### Sizing map

The bar under the picture is 20 um long.
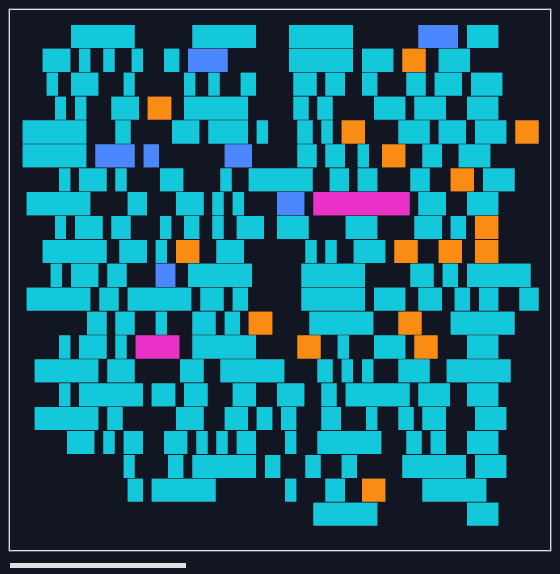
### Wires at chosen ports, followed through buffers

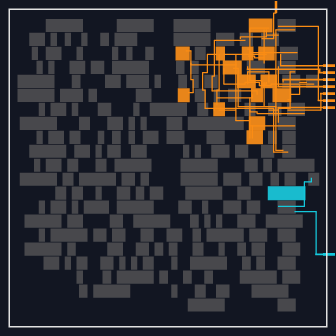
### config.mk
export PLATFORM = sky130hd
export DESIGN_NAME = kbd_move_decoder
export DESIGN_NICKNAME = d
export VERILOG_FILES = /design/src/rtl/kbd_pkg.sv /design/src/rtl/frame_req_latch.sv /design/src/rtl/kbd_move_decoder.sv
export SDC_FILE = /design/constraint.sdc
export NUM_CORES = 1
export LEC_CHECK = 0
export ABC_CLOCK_PERIOD_IN_PS = 2400
export CAP_MARGIN = 20
export CELL_PAD_IN_SITES_DETAIL_PLACEMENT = 1
export CELL_PAD_IN_SITES_GLOBAL_PLACEMENT = 1
export CORE_UTILIZATION = 42
export CTS_BUF_LIST = sky130_fd_sc_hd__clkbuf_4 sky130_fd_sc_hd__clkbuf_8 sky130_fd_sc_hd__clkbuf_16
export DETAILED_ROUTE_END_ITERATION = 12
export PLACE_DENSITY_LB_ADDON = 0.15
export SLEW_MARGIN = 30
export SYNTH_ARGS = -nofsm -noshare
export SYNTH_HDL_FRONTEND = slang
export SYNTH_SLANG_ARGS = --single-unit
### constraint.sdc
create_clock -name clk -period 2.4 [get_ports clk]
set_clock_uncertainty 0.05 [all_clocks]
set_input_delay 0.72 -clock clk [delete_from_list [all_inputs] [get_ports clk]]
set_output_delay 0.72 -clock clk [all_outputs]
set_load 0.03 [all_outputs]
### src/rtl/kbd_pkg.sv
// Shared types and scan-code constants for the PS/2 Set-2 movement decoder.
package kbd_pkg;

   typedef enum logic [1:0] {IDLE, EXT, BRK, EXT_BRK} kbd_state_t;
   typedef enum logic {DIR_LEFT, DIR_RIGHT} dir_t;

   localparam logic [7:0] SC_EXT = 8'hE0;
   localparam logic [7:0] SC_BRK = 8'hF0;

endpackage

### src/rtl/frame_req_latch.sv
// Holds a one-shot request until the next frame boundary; a new set beats the clear.
module frame_req_latch (
   input  logic clk,
   input  logic reset,
   input  logic set,
   input  logic startOfFrame,
   output logic req
);

   always_ff @(posedge clk) begin
      if (reset)
         req <= 1'b0;
      else if (set)
         req <= 1'b1;
      else if (startOfFrame)
         req <= 1'b0;
   end

endmodule

### src/rtl/kbd_move_decoder.sv
// Decodes PS/2 Set-2 scan bytes into per-frame left/right/shoot/start controls,
// with E0/F0 prefix handling, prefix timeout and last-pressed-wins direction.
module kbd_move_decoder
   import kbd_pkg::*;
#(
   parameter logic [7:0] SCAN_LEFT      = 8'h6B,
   parameter logic [7:0] SCAN_RIGHT     = 8'h74,
   parameter logic [7:0] SCAN_SHOOT     = 8'h29,
   parameter logic [7:0] SCAN_START     = 8'h5A,
   parameter int         PREFIX_TIMEOUT = 1_000_000
) (
   input  logic       clk,
   input  logic       reset,
   input  logic [7:0] scanByte,
   input  logic       scanValid,
   input  logic       startOfFrame,
   output logic       leftPress,
   output logic       rightPress,
   output logic       shootReq,
   output logic       startReq
);

   localparam int CNT_W = (PREFIX_TIMEOUT > 2) ? $clog2(PREFIX_TIMEOUT) : 1;
   localparam logic [CNT_W-1:0] CNT_LAST = CNT_W'(PREFIX_TIMEOUT - 1);

   kbd_state_t       state;
   kbd_state_t       next_state;
   logic [CNT_W-1:0] tmo_cnt;

   logic is_key;
   logic is_make;
   logic is_ext;

   logic left_held;
   logic right_held;
   logic shoot_held;
   logic start_held;
   dir_t last_dir;

   // A key event is any byte that terminates a prefix sequence.
   always_comb begin
      next_state = state;
      is_key     = 1'b0;
      is_make    = 1'b0;
      is_ext     = 1'b0;
      if (scanValid) begin
         case (state)
            IDLE: begin
               if (scanByte == SC_EXT)
                  next_state = EXT;
               else if (scanByte == SC_BRK)
                  next_state = BRK;
               else begin
                  is_key  = 1'b1;
                  is_make = 1'b1;
               end
            end
            EXT: begin
               if (scanByte == SC_BRK)
                  next_state = EXT_BRK;
               else if (scanByte == SC_EXT)
                  next_state = EXT;
               else begin
                  is_key     = 1'b1;
                  is_make    = 1'b1;
                  is_ext     = 1'b1;
                  next_state = IDLE;
               end
            end
            BRK: begin
               is_key     = 1'b1;
               next_state = IDLE;
            end
            EXT_BRK: begin
               is_key     = 1'b1;
               is_ext     = 1'b1;
               next_state = IDLE;
            end
            default: next_state = IDLE;
         endcase
      end
   end

   logic hit_left, hit_right, hit_shoot, hit_start;
   assign hit_left  = is_key &  is_ext & (scanByte == SCAN_LEFT);
   assign hit_right = is_key &  is_ext & (scanByte == SCAN_RIGHT);
   assign hit_shoot = is_key & !is_ext & (scanByte == SCAN_SHOOT);
   assign hit_start = is_key & !is_ext & (scanByte == SCAN_START);

   logic shoot_set, start_set;
   assign shoot_set = hit_shoot & is_make & !shoot_held;
   assign start_set = hit_start & is_make & !start_held;

   always_ff @(posedge clk) begin
      if (reset) begin
         state   <= IDLE;
         tmo_cnt <= '0;
      end else if (scanValid) begin
         state   <= next_state;
         tmo_cnt <= '0;
      end else if (state != IDLE) begin
         if (tmo_cnt == CNT_LAST) begin
            state   <= IDLE;
            tmo_cnt <= '0;
         end else begin
            tmo_cnt <= tmo_cnt + CNT_W'(1);
         end
      end
   end

   // lastDir only moves on a fresh press so typematic repeats cannot steal priority.
   always_ff @(posedge clk) begin
      if (reset) begin
         left_held  <= 1'b0;
         right_held <= 1'b0;
         shoot_held <= 1'b0;
         start_held <= 1'b0;
         last_dir   <= DIR_RIGHT;
         leftPress  <= 1'b0;
         rightPress <= 1'b0;
      end else begin
         if (hit_left) begin
            left_held <= is_make;
            if (is_make && !left_held)
               last_dir <= DIR_LEFT;
         end
         if (hit_right) begin
            right_held <= is_make;
            if (is_make && !right_held)
               last_dir <= DIR_RIGHT;
         end
         if (hit_shoot)
            shoot_held <= is_make;
         if (hit_start)
            start_held <= is_make;
         leftPress  <= left_held  & (!right_held | (last_dir == DIR_LEFT));
         rightPress <= right_held & (!left_held  | (last_dir == DIR_RIGHT));
      end
   end

   frame_req_latch u_shoot_req (
      .clk          (clk),
      .reset        (reset),
      .set          (shoot_set),
      .startOfFrame (startOfFrame),
      .req          (shootReq)
   );

   frame_req_latch u_start_req (
      .clk          (clk),
      .reset        (reset),
      .set          (start_set),
      .startOfFrame (startOfFrame),
      .req          (startReq)
   );

endmodule

==> flow_metrics.py <==
# Synthesis and PnR figures
metrics = {
    "critical_path": {
        "reg2regPathDepth": 4,
        "path_max_fanout": 2,
        "crit_chain": "clkdlybuf4s50_1",
        "cp-start-kind": "flip-flop",
        "crit_buf_inv": 1,
        "critical_path_arrival_ns": 1.36,
        "max_stage_delay_ns": 0.67,
        "cp-end-kind": "primary output",
        "r2r_end": "tmo_cnt[19]",
        "r2r_setup_slack_ns": 0.30,
        "worst-path-stages": 1,
        "timing.rr.start": "state[0]",
        "crit_required_ns": 1.63,
        "crit_type": "reg -> out",
        "path_delay_family": "buffers and inverters",
        "startpoint": "u_start_req.req",
        "worst_setup_path_endpoint": "startReq",
        "cpMaxStageDelayCell": "clkdlybuf4s50_1",
    },
    "yosys": {
        "syn-num-nets": 183,
        "synth_cells": 170,
        "yosys_area_um2": 1490,
        "synth-seq-cells": 31,
        "synth_cell_types": 38,
        "yosys_most_used_dff": "dfxtp_1",
        "ys_sh_aoi_pct": 12.0,
        "async_flop_share_pct": 0,
        "xor_share_pct": 7.66,
        "ys_warn_count": 0,
        "avgSynthCellArea_um2": 8.74,
        "mux_area_share_pct": 2.69,
        "adder_share_pct": 0.842,
        "synth-edff-count": 0,
        "simple_gate_share_pct": 31.9,
        "ys_cells": 170,
        "synth_seq_share_pct": 41.8,
        "top_logic_kind": "simple AND/OR/NAND/NOR gates",
        "syn_area_um2": 1490,
    },
    "clocking": {
        "cts_made_buffers": 5,
        "htreeDepth": 2,
        "hold_buffers": 0,
        "cts_tree": "built",
        "clkLatencyLatePin_ns": 0.34,
        "cts_resized": 0,
        "root_buffer": "clkbuf_4",
        "clock_sinks": 31,
        "clock_path_buffers": 2,
        "clk_pin_slew_worst_paths_ns": 0.10,
        "post-cts-setup-buffers": 0,
    },
    "layout": {
        "largest_register_ffs": 20,
        "reg_top3": "tmo_cnt x20, state x2",
        "regMostFlops": "tmo_cnt",
        "final_cell_mix": "dfxtp_1 (31), nor2_1 (24), clkdlybuf4s50_1 (15)",
        "syn_to_final_growth_pct": 23.9,
        "postLayoutCoreUtil_pct": 54.8,
        "antennaDiodeCount": 0,
        "final_net_count": 211,
        "post-route-cell-area_um2": 1840,
        "drive_gt1_share_pct": 12.6,
        "final_cells": 245,
        "lay_top_count": "dfxtp_1",
    },
    "power": {
        "p_leak_uw": 0.000616,
        "pwr-share-seq_pct": 50.8,
        "pg_clk_uw": 439,
        "p_switching_uw": 220,
        "comb-power_uw": 59.0,
        "internal_power_uw": 792,
        "power.total_uw": 1010,
        "p_per_area_nw_per_um2": 550,
        "p_clk_share_pct": 43.4,
        "power.share.switching_pct": 21.8,
        "largestPowerGroup": "sequential cells",
        "peakVddDrop_mv": 0.281,
        "p_seq_uw": 514,
        "p_comb_share_pct": 5.8,
    },
    "floorplan": {
        "dieHeight_um": 61.5,
        "die_area_um2": 3780,
        "floorplan.core_util_pct": 44.2,
        "placementRows": 21,
        "core-area_um2": 3360,
        "die_w_um": 61.5,
    },
    "detailed_routing": {
        "route.detailed.drc": 0,
        "drt-total-wl_mm": 3.79,
        "num_vias": 1359,
        "avgRoutedWirePerCell_um": 15.5,
        "drt_iter0_markers": 62,
        "dr.pass1.iters": 4,
        "postRouteAntennaNets": 0,
        "viasPerCell": 5.55,
    },
    "placed_design": {
        "place_ws_ns": -0.0604,
        "gp_congestion": 0.851,
        "dp_hpwl_mm": 2.86,
        "dpl.cell_count": 237,
        "placed_cell_area_um2": 1760,
    },
    "global_routing": {
        "grt_pass1_vias": 1297,
        "grt_overflow_total": 0,
        "grt_pass1_wl_mm": 5.89,
        "grt_usage_pct": 22.3,
        "antenna_found_initial": 0,
        "grt_max_degree": 21,
    },
    "run": {
        "warnings": 26,
        "drv_cap": 0,
    },
    "sta": {
        "slew_headroom_pct": 48.9,
        "rsz0062_at_grt": "false",
        "final-setup-viol-count": 0,
        "slew_viol_final": 0,
        "tightest_slew_ns": 0.767,
        "period_used_pct": 88.8,
        "finalWorstSetupSlack_ns": 0.268,
        "whs_ns": 0.430,
        "finalHoldViolCount": 0,
        "fmax_mhz": 469,
        "setup_tns_ns": 0,
        "min_period_ns": 2.13,
    },
    "run_status": {
        "status": "completed",
    },
    "min_path": {
        "hp-class": "reg -> reg",
    },
}
## Picture notes: 'Sizing map'
legend:
  blue:
    size: _2 cells
    cells: 7
    share: 3.5%
  cyan:
    size: _0 and _1 cells
    cells: 174
    share: 87%
  orange:
    size: _3 and _4 cells
    cells: 16
    share: 8.0%
  magenta:
    size: _6 and larger
    cells: 2
    share: 1.0%

## Picture notes: 'Wires at chosen ports, followed through buffers'
legend:
  orange:
    port: scanByte
    direction: input
    edge: 7 right, 1 top
    end_cells: 14
    buffers: 12
    wire: 407 um
  cyan:
    port: shootReq
    direction: output
    edge: right
    end_cells: 1
    buffers: 1
    wire: 26.0 um
IO buf count: 15
I/O pins: 16

worst min-delay path by stage:
stage / startpoint / endpoint / depth (start not counted)
5_1_grt: u_start_req.req / u_start_req.req / 2
6_report: u_shoot_req.req / u_shoot_req.req / 2
3_5_place_dp: u_shoot_req.req / u_shoot_req.req / 2
3_3_place_gp: tmo_cnt[18] / tmo_cnt[18] / 2
2_1_floorplan: last_dir / leftPress / 1
4_1_cts: u_shoot_req.req / u_shoot_req.req / 2
routing by layer:
metal	global-route usage [%]	vias to the layer above	wire [um]
met5	0	-	0
met4	11.4	0	95
met3	6.72	8	157
met2	38.1	27	1920
met1	24.9	645	1610
li1	-	679	-
final cells by class:
class | instances | area [um^2]
inverters | 7 | 26.3
clock inverters | 2 | 35.0
repair buffers | 26 | 233
multi-input cells | 127 | 818
well taps | 46 | 57.6
fillers | 422 | 1520
clock buffers | 6 | 51.3
flip-flops and latches | 31 | 621
worst register-to-register path, cell delays in order, from the launching register on:
cell and delay, ns:
dfxtp_1 0.50, o211ai_2 0.21, or4_1 0.66, or4_1 0.46, a21oi_1 0.16
synth_stat cells (4+ instances only):
| library cell | count | area, um^2 |
|---|---|---|
| a21oi_1 | 11 | 55.1 |
| dfxtp_1 | 31 | 621 |
| inv_1 | 7 | 26.3 |
| mux2i_1 | 4 | 40.0 |
| nand2_1 | 7 | 26.3 |
| nand3_1 | 7 | 35.0 |
| nor2_1 | 24 | 90.1 |
| nor4_1 | 5 | 31.3 |
| o21ai_0 | 5 | 25.0 |
| o31ai_1 | 4 | 30.0 |
| or3_1 | 5 | 31.3 |
| or4_1 | 7 | 52.6 |
| xnor2_1 | 12 | 105 |
Power is estimated from default activity; no workload was simulated.
